<file path="src/rtl/icache_assoc_if.sv">
// icache_assoc_if -- fetch-side and memory-side signal bundle of the
// set-associative instruction cache.
//   Datapath side : imemREN, imemaddr, iflush (to cache); ihit, imemload (from cache)
//   Memory side   : iREN, iaddr (from cache); iwait, iload (to cache)
//   Statistics    : hit_count, miss_count (from cache)
// Modports: slave = the cache itself, master = the surrounding system.
interface icache_assoc_if;
  logic        imemREN;
  logic [31:0] imemaddr;
  logic        iflush;
  logic        ihit;
  logic [31:0] imemload;
  logic        iREN;
  logic [31:0] iaddr;
  logic        iwait;
  logic [31:0] iload;
  logic [31:0] hit_count;
  logic [31:0] miss_count;

  modport slave (
    input  imemREN, imemaddr, iflush, iwait, iload,
    output ihit, imemload, iREN, iaddr, hit_count, miss_count
  );

  modport master (
    output imemREN, imemaddr, iflush, iwait, iload,
    input  ihit, imemload, iREN, iaddr, hit_count, miss_count
  );
endinterface

</file>
<file path="src/rtl/icache_assoc.sv">
// icache_assoc -- set-associative, read-only instruction cache with
// age-counter LRU replacement and a blocking, word-by-word line fill.
//   CLK  : clock
//   nRST : synchronous active-low reset
//   bus  : icache_assoc_if.slave (fetch request/response, memory read
//          port, flush, hit/miss statistics)
// A hit is answered combinationally in IDLE. A miss latches the address,
// picks a victim (lowest invalid way, else LRU) and fetches WORDS words in
// FILL; the retried fetch then hits. Counters saturate at all-ones.
module icache_assoc #(
  parameter int CPUID = 0,
  parameter int SETS  = 8,
  parameter int WAYS  = 2,
  parameter int WORDS = 2
) (
  input  logic          CLK,
  input  logic          nRST,
  icache_assoc_if.slave bus
);

  localparam int OB = $clog2(WORDS);
  localparam int IB = $clog2(SETS);
  localparam int TB = 30 - OB - IB;
  localparam int CW = (OB > 0) ? OB : 1;
  localparam int AW = (WAYS > 1) ? $clog2(WAYS) : 1;

  typedef enum logic [0:0] {IDLE = 1'b0, FILL = 1'b1} state_t;

  state_t                   state_q;
  logic [SETS-1:0][WAYS-1:0] valid_q;
  logic [TB-1:0]            tag_q  [SETS][WAYS];
  logic [31:0]              data_q [SETS][WAYS][WORDS];
  logic [AW-1:0]            age_q  [SETS][WAYS];
  logic [TB-1:0]            mtag_q;
  logic [IB-1:0]            midx_q;
  logic [AW-1:0]            victim_q;
  logic [CW-1:0]            cnt_q;
  logic [31:0]              hit_cnt_q, hit_cnt_d;
  logic [31:0]              miss_cnt_q, miss_cnt_d;

  logic [TB-1:0]   tag_s;
  logic [IB-1:0]   idx_s;
  logic [CW-1:0]   off_s;
  logic [31:0]     fill_addr_s;
  logic [WAYS-1:0] match_s;
  logic            hit_any_s;
  logic [AW-1:0]   hit_way_s;
  logic [AW-1:0]   victim_s;
  logic            ihit_s;
  logic            miss_start_s;
  logic            fill_s;
  logic            last_s;
  logic            touch_en_s;
  logic [IB-1:0]   touch_set_s;
  logic [AW-1:0]   touch_way_s;
  logic [33:0]     unused_s;

  assign tag_s    = bus.imemaddr[31 -: TB];
  assign idx_s    = bus.imemaddr[2+OB +: IB];
  assign unused_s = {bus.imemaddr[1:0], CPUID[31:0]};

  // Word offset and fill address only carry a counter field when a block has several words.
  if (OB > 0) begin : g_off
    assign off_s       = bus.imemaddr[2 +: OB];
    assign fill_addr_s = {mtag_q, midx_q, cnt_q, 2'b00};
  end else begin : g_nooff
    assign off_s       = 1'b0;
    assign fill_addr_s = {mtag_q, midx_q, 2'b00};
  end

  // Tag compare, hit-way encode and victim choice for the addressed set.
  always_comb begin
    match_s   = '0;
    hit_way_s = '0;
    victim_s  = '0;
    for (int w = 0; w < WAYS; w++) begin
      match_s[w] = valid_q[idx_s][w] && (tag_q[idx_s][w] == tag_s);
      // Tags within a set are unique, so OR-encoding the match is exact.
      hit_way_s  = hit_way_s | (match_s[w] ? AW'(w) : {AW{1'b0}});
      victim_s   = victim_s | ((age_q[idx_s][w] == AW'(WAYS-1)) ? AW'(w) : {AW{1'b0}});
    end
    // Any invalid way overrides the LRU choice; scanning downward leaves the lowest.
    for (int w = WAYS-1; w >= 0; w--) begin
      victim_s = valid_q[idx_s][w] ? victim_s : AW'(w);
    end
  end

  assign hit_any_s    = |match_s;
  assign ihit_s       = nRST && (state_q == IDLE) && bus.imemREN && !bus.iflush && hit_any_s;
  assign miss_start_s = nRST && (state_q == IDLE) && bus.imemREN && !bus.iflush && !hit_any_s;
  assign fill_s       = nRST && (state_q == FILL) && !bus.iflush && !bus.iwait;
  assign last_s       = fill_s && (cnt_q == CW'(WORDS-1));

  assign touch_en_s  = ihit_s || last_s;
  assign touch_set_s = ihit_s ? idx_s : midx_q;
  assign touch_way_s = ihit_s ? hit_way_s : victim_q;

  assign hit_cnt_d  = (ihit_s && (hit_cnt_q != 32'hFFFF_FFFF)) ? hit_cnt_q + 32'd1 : hit_cnt_q;
  assign miss_cnt_d = (miss_start_s && (miss_cnt_q != 32'hFFFF_FFFF)) ? miss_cnt_q + 32'd1 : miss_cnt_q;

  assign bus.ihit       = ihit_s;
  assign bus.imemload   = ihit_s ? data_q[idx_s][hit_way_s][off_s] : 32'd0;
  assign bus.iREN       = nRST && (state_q == FILL);
  assign bus.iaddr      = (nRST && (state_q == FILL)) ? fill_addr_s : 32'd0;
  assign bus.hit_count  = hit_cnt_q;
  assign bus.miss_count = miss_cnt_q;

  // Control FSM: state, valid bits, miss latch, word counter and statistics.
  always_ff @(posedge CLK) begin
    if (!nRST) begin
      state_q    <= IDLE;
      valid_q    <= '0;
      cnt_q      <= '0;
      hit_cnt_q  <= 32'd0;
      miss_cnt_q <= 32'd0;
    end else begin
      hit_cnt_q  <= hit_cnt_d;
      miss_cnt_q <= miss_cnt_d;
      case (state_q)
        IDLE: begin
          if (bus.iflush) begin
            valid_q <= '0;
          end else if (miss_start_s) begin
            mtag_q                    <= tag_s;
            midx_q                    <= idx_s;
            victim_q                  <= victim_s;
            cnt_q                     <= '0;
            // The victim is unusable while partially overwritten.
            valid_q[idx_s][victim_s]  <= 1'b0;
            state_q                   <= FILL;
          end else begin
            state_q <= IDLE;
          end
        end
        FILL: begin
          if (bus.iflush) begin
            valid_q <= '0;
            state_q <= IDLE;
          end else if (last_s) begin
            cnt_q                    <= cnt_q + CW'(1);
            valid_q[midx_q][victim_q] <= 1'b1;
            state_q                  <= IDLE;
          end else if (fill_s) begin
            cnt_q <= cnt_q + CW'(1);
          end else begin
            state_q <= FILL;
          end
        end
        default: state_q <= IDLE;
      endcase
    end
  end

  // LRU ages: 0 is most recent; touching a way ages every younger way by one.
  always_ff @(posedge CLK) begin
    if (!nRST) begin
      for (int s = 0; s < SETS; s++) begin
        for (int w = 0; w < WAYS; w++) begin
          age_q[s][w] <= AW'(w);
        end
      end
    end else if (touch_en_s && (WAYS > 1)) begin
      for (int w = 0; w < WAYS; w++) begin
        if (AW'(w) == touch_way_s) begin
          age_q[touch_set_s][w] <= '0;
        end else if (age_q[touch_set_s][w] < age_q[touch_set_s][touch_way_s]) begin
          age_q[touch_set_s][w] <= age_q[touch_set_s][w] + AW'(1);
        end else begin
          age_q[touch_set_s][w] <= age_q[touch_set_s][w];
        end
      end
    end else begin
      age_q <= age_q;
    end
  end

  // Data and tag storage: written only by the fill, never reset.
  always_ff @(posedge CLK) begin
    if (fill_s) begin
      data_q[midx_q][victim_q][cnt_q] <= bus.iload;
    end
    if (last_s) begin
      tag_q[midx_q][victim_q] <= mtag_q;
    end
  end

endmodule

</file>
<file path="src/flat_wrapper.sv">
// flat-port wrapper written by rule: the top's interface ports become plain ports
module icache_assoc_flat 
#(
  parameter int CPUID = 0,
  parameter int SETS  = 8,
  parameter int WAYS  = 2,
  parameter int WORDS = 2
)
  (CLK, nRST, bus_imemREN, bus_imemaddr, bus_iflush, bus_iwait, bus_iload, bus_ihit, bus_imemload, bus_iREN, bus_iaddr, bus_hit_count, bus_miss_count);
  icache_assoc_if bus_i ();
  input  logic CLK;
  input  logic nRST;
  input wire logic [$bits(bus_i.imemREN)-1:0] bus_imemREN;
  input wire logic [$bits(bus_i.imemaddr)-1:0] bus_imemaddr;
  input wire logic [$bits(bus_i.iflush)-1:0] bus_iflush;
  input wire logic [$bits(bus_i.iwait)-1:0] bus_iwait;
  input wire logic [$bits(bus_i.iload)-1:0] bus_iload;
  output wire logic [$bits(bus_i.ihit)-1:0] bus_ihit;
  output wire logic [$bits(bus_i.imemload)-1:0] bus_imemload;
  output wire logic [$bits(bus_i.iREN)-1:0] bus_iREN;
  output wire logic [$bits(bus_i.iaddr)-1:0] bus_iaddr;
  output wire logic [$bits(bus_i.hit_count)-1:0] bus_hit_count;
  output wire logic [$bits(bus_i.miss_count)-1:0] bus_miss_count;
  assign bus_i.imemREN = bus_imemREN;
  assign bus_i.imemaddr = bus_imemaddr;
  assign bus_i.iflush = bus_iflush;
  assign bus_i.iwait = bus_iwait;
  assign bus_i.iload = bus_iload;
  assign bus_ihit = bus_i.ihit;
  assign bus_imemload = bus_i.imemload;
  assign bus_iREN = bus_i.iREN;
  assign bus_iaddr = bus_i.iaddr;
  assign bus_hit_count = bus_i.hit_count;
  assign bus_miss_count = bus_i.miss_count;
  icache_assoc #(.CPUID(CPUID), .SETS(SETS), .WAYS(WAYS), .WORDS(WORDS)) u_core (.CLK(CLK), .nRST(nRST), .bus(bus_i));
endmodule
</file>
<file path="config.mk">
export PLATFORM = sky130hd
export DESIGN_NAME = icache_assoc_flat
export DESIGN_NICKNAME = d
export VERILOG_FILES = /design/src/rtl/icache_assoc_if.sv /design/src/rtl/icache_assoc.sv /design/src/flat_wrapper.sv
export SDC_FILE = /design/constraint.sdc
export NUM_CORES = 2
export LEC_CHECK = 0
export CELL_PAD_IN_SITES_DETAIL_PLACEMENT = 0
export CELL_PAD_IN_SITES_GLOBAL_PLACEMENT = 1
export CORE_AREA = 2 2 453 455
export CTS_CLUSTER_DIAMETER = 30
export DETAILED_ROUTE_END_ITERATION = 10
export DIE_AREA = 0 0 455 457
export MAX_ROUTING_LAYER = met4
export PLACE_DENSITY = 0.46
export SYNTH_ARGS = -nofsm -noshare
export SYNTH_HDL_FRONTEND = slang
export SYNTH_SLANG_ARGS = --single-unit
</file>
<file path="constraint.sdc">
create_clock -name CLK -period 16.9 [get_ports CLK]
set_clock_uncertainty 0.05 [all_clocks]
set_input_delay 3.38 -clock CLK [delete_from_list [all_inputs] [get_ports CLK]]
set_output_delay 3.38 -clock CLK [all_outputs]
set_load 0.1 [all_outputs]
</file>
==> summary.txt <==
Quick summary of the implementation run below.

The flow ran to the end, and the final reports show no timing, DRC or antenna violations. The number of synthesized flops with an enable pin came out at 1470. Per report_power, the clock group accounts for 62.7% of the total. 3 antenna diodes ended up in the layout.

The clock transition at the registers of the reported paths came out at 40 ps. Of the total power, registers draw 34.4%. The HPWL after detailed placement is 111000 um. The remaining design rule violation count is 0. The sequential-cell power consumption is 4.26 mW. The logic share of the area is 17.23%. The number of instances on the worst hold path is 2. Ranking logic cells in the layout by count gives the top entries 1470 x edfxtp_1, 418 x clkbuf_16, 318 x o22ai_1.

The timing report shows that the slowest cell on the worst path is clkdlybuf4s50_1. Counting instances in the post-synthesis netlist gives the leading cell types as 1470 x edfxtp_1, 318 x o22ai_1, 180 x nor2_1. The clock group total power is 7.77 mW. Using the TritonRoute via totals, the vias-per-cell ratio works out to 5.124.

For the finished layout, the period the worst path requires is 13800 ps. The largest registers in the layout are u_core.data_q (1024), u_core.tag_q (416). The reg2reg setup slack came out at 11200 ps.

Measured on the finished design, the core utilization comes to 39.37%. Per the synthesis report, the AND-OR/OR-AND share of the synthesized area is 8.692%. The synthesized chip area reported by yosys came out at 0.06050 mm^2. The share of final-layout standard cells stronger than drive strength 1 is 22.24%. The relative max-transition margin is 17.98%. The area of all sequential standard cells is 0.04610 mm^2. Between the synthesized netlist and the finished layout, the area growth was recorded as 32.32%. The count of buffers from port buffering came out at 194. The synthesized netlist devotes 5.116% of its cell area to simple gates.

The library cell used most frequently in the layout, excluding fill and tap cells, is edfxtp_1. Detailed-route iteration 0 reported a violation count of 2995. The average size of a mapped cell is 16.66 um^2.

Pin placement for this block handled 199 I/O pins. The first-pass GRT wire length came out at 295600 um. In this run the critical register-to-register path is launched from u_core.tag_q[5][4]. In this run the most used layer during global routing was met2. Of the total power, the share spent switching nets is 20.55%. The routed length on met1 came out at 94070 um. STA classifies the critical path startpoint as an input port. Per STA, the worst path accumulates the most delay in the family buffers and inverters. The hold path startpoint is u_core.age_q[5].

The top power consumer group is clock. edfxtp_1 takes more of the synthesized area than any other cell.
Signal wires by layer:
Bar = 100 um. Only two layers are drawn.
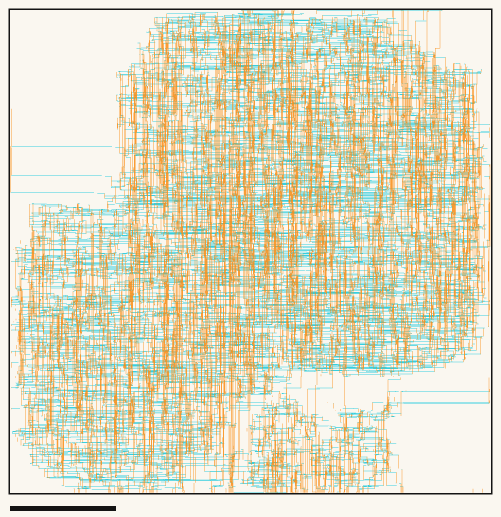
[orange] met2 | wire length: 104 mm
[cyan] met1 | wire length: 94.1 mm
overall routed net length: 214000 um
drt wl/cell: 29.95 um
Global Route Usage Sum: 20.86%
total via count after detailed routing: 36.62k

M2 wires:
Bar = 100 um.
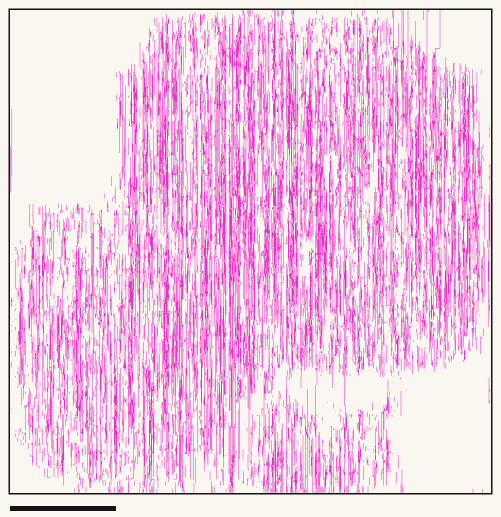
share of all routed wire: 48%
wire length on this layer: 104 mm
nets with wire on the layer: 3453
main direction: vertical
longest straight run: 215 um
grt met2 use: 33.04%

M3 wires:
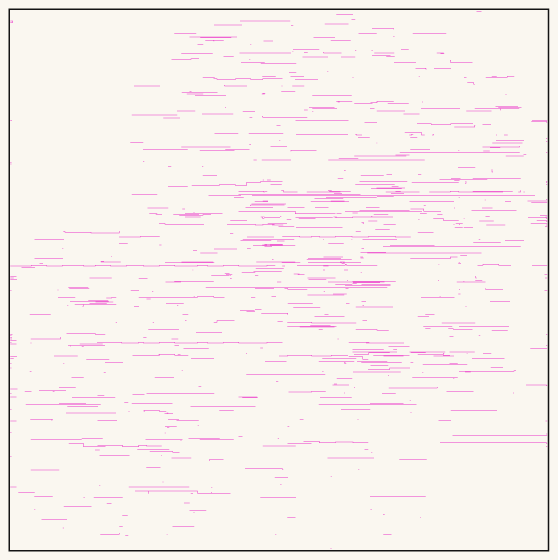
nets with wire on the layer: 277
share of all routed wire: 5.2%
longest straight run: 239 um
main direction: horizontal
wire length on this layer: 11200 um
met3 Usage GRT: 4.104%

Clock nets:
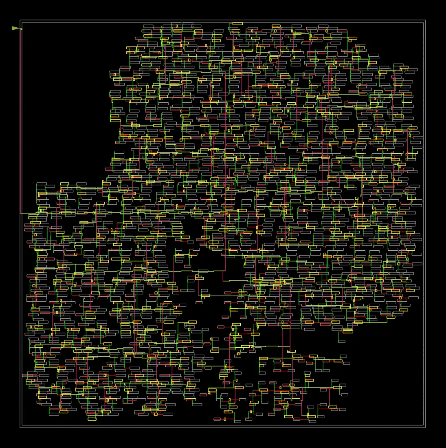
flop count: 1568
clock sink total: 1568
Skew-Pair Late Insertion Delay: 950 ps
number of buffers inserted during clock tree synthesis: 413
Clock buffer cells: 472

Supply network:
Bar = 100 um. Pins as bars on the die edge.
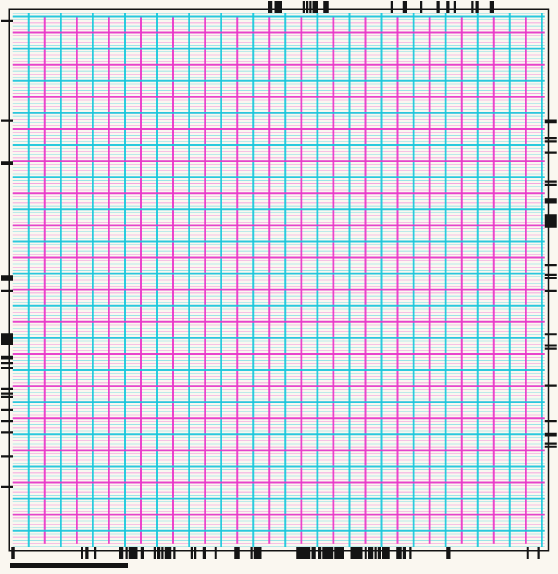
[cyan] VSS
[magenta] VDD
met5 straps: 33
met4 straps: 33
rows: 166
maximum vdd drop: 0.1104 mV
Die Span Y: 457 um
core area: 0.2033 mm^2
horizontal die size: 455 um

Power is estimated from default activity; no workload was simulated.
